## config.mk

```make
export PLATFORM = sky130hd
export DESIGN_NAME = sample_pacer
export DESIGN_NICKNAME = d
export VERILOG_FILES = /design/src/rtl/sample_pacer.sv
export SDC_FILE = /design/constraint.sdc
export NUM_CORES = 1
export LEC_CHECK = 0
export ABC_CLOCK_PERIOD_IN_PS = 2800
export CORE_AREA = 8 8 143 145
export DETAILED_ROUTE_END_ITERATION = 10
export DIE_AREA = 0 0 151 153
export HOLD_SLACK_MARGIN = 0.12
export PLACE_DENSITY_LB_ADDON = 0.15
export SETUP_SLACK_MARGIN = 0.4
export SKIP_CTS_REPAIR_TIMING = 1
export SLEW_MARGIN = 20
export SYNTH_ARGS = -nofsm -noshare
export SYNTH_HDL_FRONTEND = slang
export SYNTH_SLANG_ARGS = --single-unit
```

## constraint.sdc

```tcl
create_clock -name clk -period 2.8 [get_ports clk]
set_input_delay 0.84 -clock clk [delete_from_list [all_inputs] [get_ports clk]]
set_output_delay 0.84 -clock clk [all_outputs]
set_load 0.05 [all_outputs]
```

## src/rtl/sample_pacer.sv

```systemverilog
// Sample pacer: FIFO-buffered samples leave as a one-cycle out_ready strobe every PERIOD clocks; wr_ready drops only when full.
// Build option SAMPLE_PACER_HOLD_LAST_EN repeats the last sample on underflow instead of emitting silence.
module sample_pacer #(
  parameter int DEPTH  = 8,
  parameter int PERIOD = 4
) (
  input  logic                     clk,
  input  logic                     reset,
  input  logic signed [15:0]       wr_data,
  input  logic                     wr_valid,
  output logic                     wr_ready,
  output logic signed [15:0]       sample_out,
  output logic                     out_ready,
  output logic [$clog2(DEPTH):0]   count,
  output logic                     underflow
);

  localparam int AW = $clog2(DEPTH);
  localparam int CW = AW + 1;
  localparam int PW = $clog2(PERIOD);

  logic signed [15:0] mem [DEPTH];
  logic [AW-1:0]      wr_ptr;
  logic [AW-1:0]      rd_ptr;
  logic [PW-1:0]      pcnt;
  logic               tick;
  logic               push;
  logic               pop;

  assign wr_ready = (count != CW'(DEPTH));
  assign tick     = (pcnt == PW'(PERIOD - 1));
  // reset gate keeps the storage array untouched while the block is held in reset
  assign push     = wr_valid && wr_ready && reset;
  assign pop      = tick && (count != '0);

  always_ff @(posedge clk) begin
    if (push) mem[wr_ptr] <= wr_data;
  end

  always_ff @(posedge clk or negedge reset) begin
    if (!reset) begin
      pcnt       <= '0;
      wr_ptr     <= '0;
      rd_ptr     <= '0;
      count      <= '0;
      sample_out <= 16'sd0;
      out_ready  <= 1'b0;
      underflow  <= 1'b0;
    end else begin
      pcnt <= tick ? '0 : pcnt + PW'(1);
      if (push) wr_ptr <= wr_ptr + AW'(1);
      if (pop)  rd_ptr <= rd_ptr + AW'(1);
      case ({push, pop})
        2'b10:   count <= count + CW'(1);
        2'b01:   count <= count - CW'(1);
        default: count <= count;
      endcase
      out_ready <= tick;
      underflow <= tick && (count == '0);
      if (pop) begin
        sample_out <= mem[rd_ptr];
      end else if (tick) begin
`ifdef SAMPLE_PACER_HOLD_LAST_EN
        sample_out <= sample_out;
`else
        sample_out <= 16'sd0;
`endif
      end
    end
  end

endmodule

```

==> images/ff_map.png <==
(3 px per um)
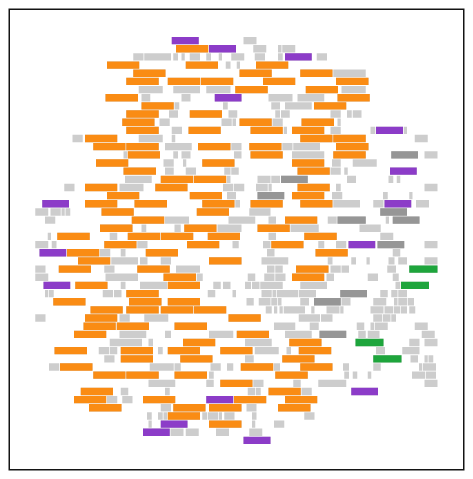
legend:
  purple:
    signal: sample_out
    flops: 16
    where: all over the die
  green:
    signal: count
    flops: 4
  orange:
    signal: mem
    flops: 128

==> images/gates.png <==
(2 px per um)
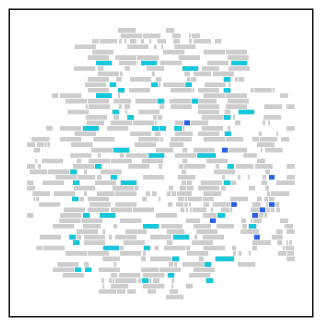
legend:
  blue:
    family: xor and xnor cells
    cells: 9
    most_used: xor2_1
  cyan:
    family: mux cells
    cells: 51
    most_used: mux2i_1

==> images/closeup.png <==
Window x 101 to 126, y 102 to 127 um. Cells in grey, sequential cells in the stronger grey; small squares are vias.
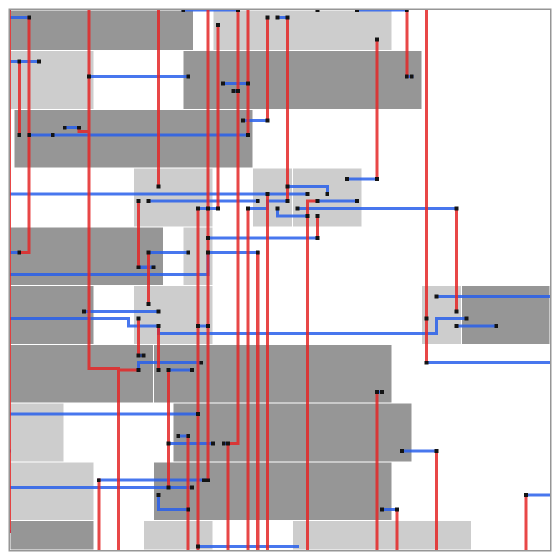
legend:
  blue:
    layer: M1
  red:
    layer: M2
most frequent: edfxtp_1 (8), mux4_2 (2), mux2i_1 (2)
netlist names of flops here include: mem (8)
cells with their middle in the window: 17
sequential cells in the window: 8

==> images/m1.png <==
(2 px per um)
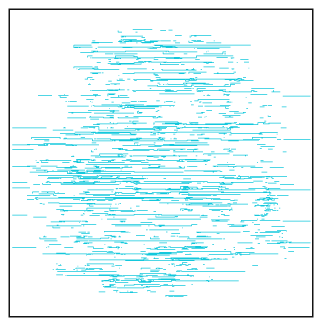
main direction: horizontal
wire length on this layer: 6620 um
final wirelength: 13.4 mm
M1 GR Usage: 0.173
vias: 3257

==> images/congestion_map.png <==
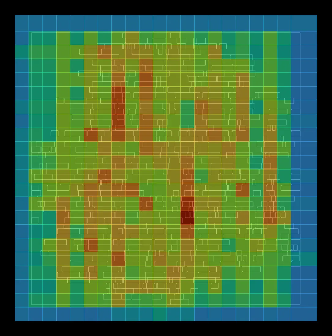
average wire per standard cell: 19.9 um
GRT Util Overall: 0.124
GRT met3 Usage: 0.0272

==> metrics.csv <==
metric,value,unit
top_register,mem,
placed_area,7120,um2
hold_class,register to register,
r2r_setup_slack,0.56,ns
rsz0062_at_grt,true,
syn-instance-count,356,
cp.arrival,1.56,ns
drtIter0Drc,203,
synthFlopType,edfxtp_1,
tightest_slew,0.743,ns
num-multi-input-gates,164,
signal_buffers,69,
period_used_share,0.856,
cap_violations,0,
cts_max_level,4,
sh_comb_area,0.190,
total_power,8.06,mW
utilization,0.428,
ff2ff_path_depth,9,
dominant_cells,sequential cells,
critPathMaxStageDelay,0.46,ns
whs,0.435,ns
power.leakage,2.98,nW
cp-startpoint,count[2],
die_h,153,um
setup_slack,0.404,ns
clock_buffer_count,17,
ys_seq_share,0.741,
area_share_clock_buf_inv,0.0808,
dp.cells,641,
internal-power,5.39,mW
drt-pass1-iter-count,4,
cp_cell_sequence,nor3_2 > nand2_1 > dlymetal6s2s_1,
fp.dieW,151,um
comb-power,2.40,mW
outcome,"complete, no violations",
cts_tree,built,
clkLatencyLatePin,0.42,ns
postSynthNetCount,381,
clock_power,2.46,mW
nWellTaps,234,
cp_num_cells,3,
finalHoldViolCount,0,
drive_gt1_frac,0.205,
grt_pass1_vias,3532,
top_cell_area_share,0.620,
inverters,17,
ys_sh_mux,0.116,
core,18300,um2
vdd_drop_max,559,uV
critPathKind,register to output pin,
synth_area,6200,um2
io_pins,42,
cts_buffers,17,
clk_pin_slew,0.06,ns
Power and IR drop assume default switching activity.
